<file path="config.mk">
export PLATFORM = sky130hd
export DESIGN_NAME = systolic_mm_engine
export DESIGN_NICKNAME = d
export VERILOG_FILES = /design/src/rtl/systolic_mm_engine.sv
export SDC_FILE = /design/constraint.sdc
export NUM_CORES = 2
export LEC_CHECK = 0
export ABC_AREA = 1
export ABC_CLOCK_PERIOD_IN_PS = 4000
export CORE_UTILIZATION = 50
export DETAILED_ROUTE_END_ITERATION = 10
export HOLD_SLACK_MARGIN = 0.08
export PLACE_DENSITY_LB_ADDON = 0.12
export SYNTH_ARGS = -nofsm -noshare
export SYNTH_HDL_FRONTEND = slang
export SYNTH_SLANG_ARGS = --single-unit
</file>
<file path="constraint.sdc">
create_clock -name clk -period 4 [get_ports clk]
set_input_delay 0.8 -clock clk [delete_from_list [all_inputs] [get_ports clk]]
set_output_delay 0.8 -clock clk [all_outputs]
set_load 0.05 [all_outputs]
</file>
<file path="src/rtl/systolic_mm_engine.sv">
// systolic_mm_engine: handshaked output-stationary N_SIZE x N_SIZE systolic matrix multiplier
module systolic_mm_engine #(
    parameter int DATAWIDTH = 8,
    parameter int N_SIZE    = 4,
    parameter int K_MAX     = 16,
    parameter int ACCWIDTH  = 2*DATAWIDTH+$clog2(K_MAX),
    parameter int SIGNED    = 0
) (
    input  logic                          clk,
    input  logic                          rst_n,
    input  logic                          start,
    input  logic [$clog2(K_MAX+1)-1:0]    k_len,
    input  logic                          in_valid,
    output logic                          in_ready,
    input  logic [N_SIZE*DATAWIDTH-1:0]   a_vec,
    input  logic [N_SIZE*DATAWIDTH-1:0]   b_vec,
    output logic                          out_valid,
    input  logic                          out_ready,
    output logic [$clog2(N_SIZE)-1:0]     out_row,
    output logic [N_SIZE*ACCWIDTH-1:0]    c_row,
    output logic                          busy,
    output logic                          done
);
    localparam int KW = $clog2(K_MAX+1);
    localparam int RW = $clog2(N_SIZE);
    localparam int PW = 2*DATAWIDTH;
    localparam int FW = $clog2(2*N_SIZE);
    typedef enum logic [1:0] {IDLE, LOAD, FLUSH, DRAIN} state_t;
    state_t state;
    logic [KW-1:0] k_reg, cnt, k_clamp;
    logic [FW-1:0] fcnt;
    logic [RW-1:0] row;
    logic clr, en, beat;
    logic [N_SIZE-1:0][N_SIZE-1:0][DATAWIDTH-1:0] a_h, b_v;
    logic [N_SIZE-1:0][N_SIZE-1:0][ACCWIDTH-1:0] acc_w;

    assign k_clamp = (k_len > KW'(K_MAX)) ? KW'(K_MAX) : k_len;
    assign clr     = (state == IDLE) && start;
    assign en      = (state == LOAD) || (state == FLUSH);
    assign beat    = in_valid && in_ready;
    assign busy    = state != IDLE;
    assign out_row = row;
    assign c_row   = out_valid ? acc_w[row] : '0;

    // job control: capture K, count accepted beats and flush cycles, step the drain row
    always_ff @(posedge clk or negedge rst_n) begin
        if (!rst_n) begin
            state     <= IDLE;
            k_reg     <= '0;
            cnt       <= '0;
            fcnt      <= '0;
            row       <= '0;
            in_ready  <= 1'b0;
            out_valid <= 1'b0;
            done      <= 1'b0;
        end else begin
            done <= 1'b0;
            case (state)
                IDLE: if (start) begin
                    k_reg     <= k_clamp;
                    cnt       <= '0;
                    row       <= '0;
                    in_ready  <= k_clamp != '0;
                    out_valid <= k_clamp == '0;
                    state     <= (k_clamp == '0) ? DRAIN : LOAD;
                end
                LOAD: if (beat) begin
                    cnt <= cnt + KW'(1);
                    if (cnt + KW'(1) == k_reg) begin
                        in_ready <= 1'b0;
                        fcnt     <= '0;
                        state    <= FLUSH;
                    end
                end
                FLUSH: begin
                    fcnt <= fcnt + FW'(1);
                    if (fcnt == FW'(2*N_SIZE-2)) begin
                        out_valid <= 1'b1;
                        state     <= DRAIN;
                    end
                end
                DRAIN: if (out_ready) begin
                    if (row == RW'(N_SIZE-1)) begin
                        row       <= '0;
                        out_valid <= 1'b0;
                        done      <= 1'b1;
                        state     <= IDLE;
                    end else begin
                        row <= row + RW'(1);
                    end
                end
                default: state <= IDLE;
            endcase
        end
    end

    for (genvar i = 0; i < N_SIZE; i++) begin : g_skew
        logic [DATAWIDTH-1:0] a_inj, b_inj;
        assign a_inj = beat ? a_vec[i*DATAWIDTH +: DATAWIDTH] : '0;
        assign b_inj = beat ? b_vec[i*DATAWIDTH +: DATAWIDTH] : '0;
        if (i == 0) begin : g_direct
            assign a_h[0][0] = a_inj;
            assign b_v[0][0] = b_inj;
        end else begin : g_delay
            logic [DATAWIDTH-1:0] a_sr [i];
            logic [DATAWIDTH-1:0] b_sr [i];
            // i-stage skew lines so row i / column i meet their partners on the diagonal wavefront
            always_ff @(posedge clk or negedge rst_n) begin
                if (!rst_n) begin
                    for (int s = 0; s < i; s++) begin
                        a_sr[s] <= '0;
                        b_sr[s] <= '0;
                    end
                end else begin
                    a_sr[0] <= clr ? '0 : a_inj;
                    b_sr[0] <= clr ? '0 : b_inj;
                    for (int s = 1; s < i; s++) begin
                        a_sr[s] <= clr ? '0 : a_sr[s-1];
                        b_sr[s] <= clr ? '0 : b_sr[s-1];
                    end
                end
            end
            assign a_h[i][0] = a_sr[i-1];
            assign b_v[0][i] = b_sr[i-1];
        end
    end

    for (genvar i = 0; i < N_SIZE; i++) begin : g_row
        for (genvar j = 0; j < N_SIZE; j++) begin : g_col
            logic [PW-1:0] sa, sb, prod;
            logic [ACCWIDTH-1:0] acc;
            assign sa   = {{DATAWIDTH{(SIGNED != 0) && a_h[i][j][DATAWIDTH-1]}}, a_h[i][j]};
            assign sb   = {{DATAWIDTH{(SIGNED != 0) && b_v[i][j][DATAWIDTH-1]}}, b_v[i][j]};
            assign prod = sa * sb;
            // accumulate only while operands can be in flight so results hold steady for the drain
            always_ff @(posedge clk or negedge rst_n) begin
                if (!rst_n) acc <= '0;
                else acc <= clr ? '0 : en ? acc + {{(ACCWIDTH-PW){(SIGNED != 0) && prod[PW-1]}}, prod} : acc;
            end
            assign acc_w[i][j] = acc;
            if (j < N_SIZE-1) begin : g_fwd_a
                logic [DATAWIDTH-1:0] a_q;
                // pass a one PE to the right
                always_ff @(posedge clk or negedge rst_n) begin
                    if (!rst_n) a_q <= '0;
                    else a_q <= clr ? '0 : a_h[i][j];
                end
                assign a_h[i][j+1] = a_q;
            end
            if (i < N_SIZE-1) begin : g_fwd_b
                logic [DATAWIDTH-1:0] b_q;
                // pass b one PE downward
                always_ff @(posedge clk or negedge rst_n) begin
                    if (!rst_n) b_q <= '0;
                    else b_q <= clr ? '0 : b_v[i][j];
                end
                assign b_v[i+1][j] = b_q;
            end
        end
    end
endmodule

</file>
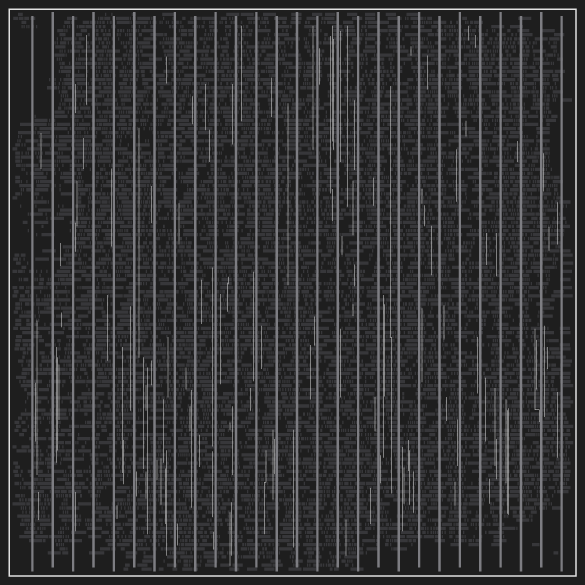
(images/m4.png)
(1.5 px per um) Supply wires on this layer in gray. Cells faint in the background.
nets with wire on the layer: 85
wire length on this layer: 5250 um
share of all routed wire: 2.5%
longest straight run: 167 um

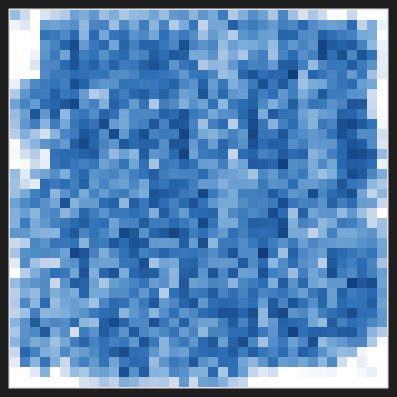
(images/util_map.png)
(1 px per um) 38 x 38 tiles, from white (low) to dark blue (high), 0 to 100% covered.
fullest tile: 95%
mean over tiles: 60%
tiles over 75% full: 23%

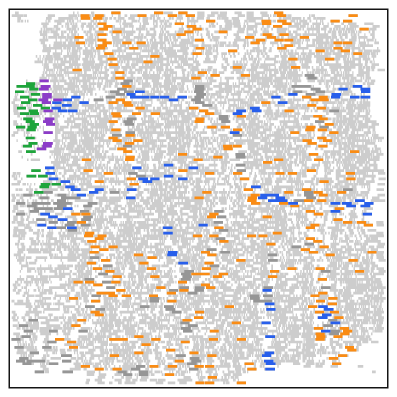
(images/ff_map.png)
(1 px per um) Other sequential cells in the stronger gray, the rest of the logic in the fainter gray.
legend:
  g_skew.g_delay.b_sr:
    color: green
    flops: 32
  g_row.g_col.g_fwd_a.a_q:
    color: blue
    flops: 96
  g_row.g_col.acc:
    color: orange
    flops: 320
    where: spread over the die
  b_v:
    color: purple
    flops: 16
    where: north-west

==> layout make-up <==
| cell class | instances | share of cell area (%) |
|---|---|---|
| Multi-Input combinational cell | 5878 | 55.2 |
| Sequential cell | 628 | 18.3 |
| Inverter | 2544 | 11.1 |
| Timing Repair Buffer | 839 | 9.43 |
| Clock buffer | 110 | 2.72 |
| Tap cell | 1876 | 2.70 |
| Clock inverter | 41 | 0.555 |
| Timing Repair inverter | 1 | 0.0187 |
| Antenna cell | 1 | 0.00288 |
==> worst max path at each step <==
stage / start / to / slack [ns] / cells past startpoint
after detailed placement: in_valid / g_row[0].g_col[0].acc[16]$_DFFE_PN0P_ / -1.13 / 22
after CTS: in_ready$_DFFE_PN0P_ / g_row[0].g_col[0].acc[14]$_DFFE_PN0P_ / -0.09 / 22
after floorplan: in_valid / g_row[0].g_col[0].acc[18]$_DFFE_PN0P_ / -0.25 / 21
after global routing: in_ready$_DFFE_PN0P_ / g_row[0].g_col[0].acc[14]$_DFFE_PN0P_ / -0.32 / 21
final: in_ready$_DFFE_PN0P_ / g_row[0].g_col[0].acc[18]$_DFFE_PN0P_ / -0.10 / 20
after global placement: in_valid / g_row[0].g_col[0].acc[19]$_DFFE_PN0P_ / -1.05 / 23
==> per-stage QoR <==
step / util [%] / worst slack (ns) / instance area (um2) / power, mW / std cells
5_1_grt: 62.3 / -0.316 / 87000 / 39.6 / 11900
3_3_place_gp: 55.9 / -1.05 / 78000 / 26.5 / 11600
6_report: 62.3 / -0.102 / 87000 / 37.2 / 11900
3_5_place_dp: 55.9 / -1.13 / 78000 / 26.8 / 11600
4_1_cts: 58.6 / -0.0893 / 81700 / 35.3 / 11800
2_1_floorplan: - / -0.251 / 70500 / 19.0 / 9460
==> cell usage after synthesis, drive strengths merged <==
master  instances  area, um2
nor3           23        115
clkinv          1       3.75
nand3         267       1340
clkbuf        282       1060
o22ai          29        181
a21oi         579       2900
dfrtp         628      15700
buf           128        603
a22o            9       78.8
a21o           18        135
nand3b         58        435
inv          2543       9550
and3            2       12.5
nand2        2121       7960
fa            800      16000
and2           16        100
or2             3       18.8
xnor2          18        158
o21ai         517       2590
nor2          708       2670
a31oi           1       6.26
ha            664       8310
o211ai          3       22.5
o21bai         25        188
nand4          17        106
==> cell families (layout without fill, tap and decap cells) <==
| family | count (synthesis) | in the layout |
|---|---|---|
| simple gates | 3215 | 3215 |
| buf+inv | 2954 | 3535 |
| fa+ha+maj | 1464 | 1464 |
| compound gates | 1181 | 1181 |
| flops | 628 | 628 |
| xor+xnor | 18 | 18 |
| other cells | 0 | 1 |
==> power by group through the flow <==
| stage | sequential (mW) | combinational [mW] | clock, mW |
|---|---|---|---|
| floorplan | 8.00 | 11.0 | 0 |
| global placement | 9.02 | 17.5 | 0 |
| detailed placement | 9.04 | 17.7 | 0 |
| CTS | 8.96 | 18.3 | 8.09 |
| global route | 9.12 | 22.2 | 8.31 |
| finish | 8.99 | 20.3 | 7.93 |
==> per-layer routing <==
metal	GRT usage [%]	part of all wire, %
met3	3.51	6.1
met2	46.0	46
met5	0	0
met4	7.79	2.5
met1	42.3	46
==> flow_summary_export.csv <==
group,metric,value,unit
final_timing,slew_headroom,25.8,%
finish,syn2layout_area_growth,23.8,%
worst_setup_path,reg2reg_from,"in_ready$_DFFE_PN0P_",
clock_tree,post_cts_buffers,19,
final_timing,fmax,244,MHz
synth,syn_avg_cell_area,7.43,um2
pwr,power.internal,19.7,mW
job,cap_violations,0,
finish,layout.nets,11500,
final_timing,final_max_slew_viol_count,0,
detailed_routing,routed_wirelength,208000,um
global_routing,grt-ovfl-total,0,
final_timing,finClkSkew,0.0238,ns
synth,yosys_warnings,0,
worst_setup_path,cp.required,4.63,ns
outcome,violations,"setup timing",
detailed_routing,vias_per_cell,5.09,
floorplan,die_h,377,um
worst_hold_path,holdPathStages,2,
synth,ys_sh_simple,18.2,%
finish,regArea,16000,um2
clock_tree,cts_tree,"yes",
outcome,status,"finished, violations left",
finish,reg_top3,"g_row.g_col.acc: 320 flops, g_row.g_col.g_fwd_a.a_q: 96 flops, g_row.g_col.g_fwd_b.b_q: 96 flops",
final_timing,fin_setup_tns,-0.676,ns
final_timing,setup_viol,14,
worst_setup_path,timing.rr.end,"g_row[0].g_col[0].acc[18]$_DFFE_PN0P_",
worst_hold_path,hp-class,"register to register",
floorplan,die_area,142000,um2
detailed_routing,drc,0,
finish,regMostFlops,"g_row.g_col.acc",
pwr,p_per_area,428,nW/um2
pwr,clockPowerShare,21.3,%
final_timing,min_period_over_period,103,%
finish,lay_top_count,"inv_1",
clock_tree,clk_latency,0.70,ns
placed_design,gp_congestion,0.951,
worst_setup_path,timing.critical_path.buf_inv,5,
clock_tree,root_buffer,"clkbuf_16",
worst_setup_path,crit_family,"adder cells",
synth,yosys_area,70300,um2
worst_setup_path,r2r_slack,-0.10,ns
detailed_routing,drtIter0Drc,3928,
synth,yosysCellCount,9460,
final_timing,hold_viol,0,
synth,mux_area_share,0,%
final_timing,worst_slack,-0.102,ns
synth,xor_share,0.224,%
pwr,switching_power,17.5,mW
Power and IR drop assume default switching activity.
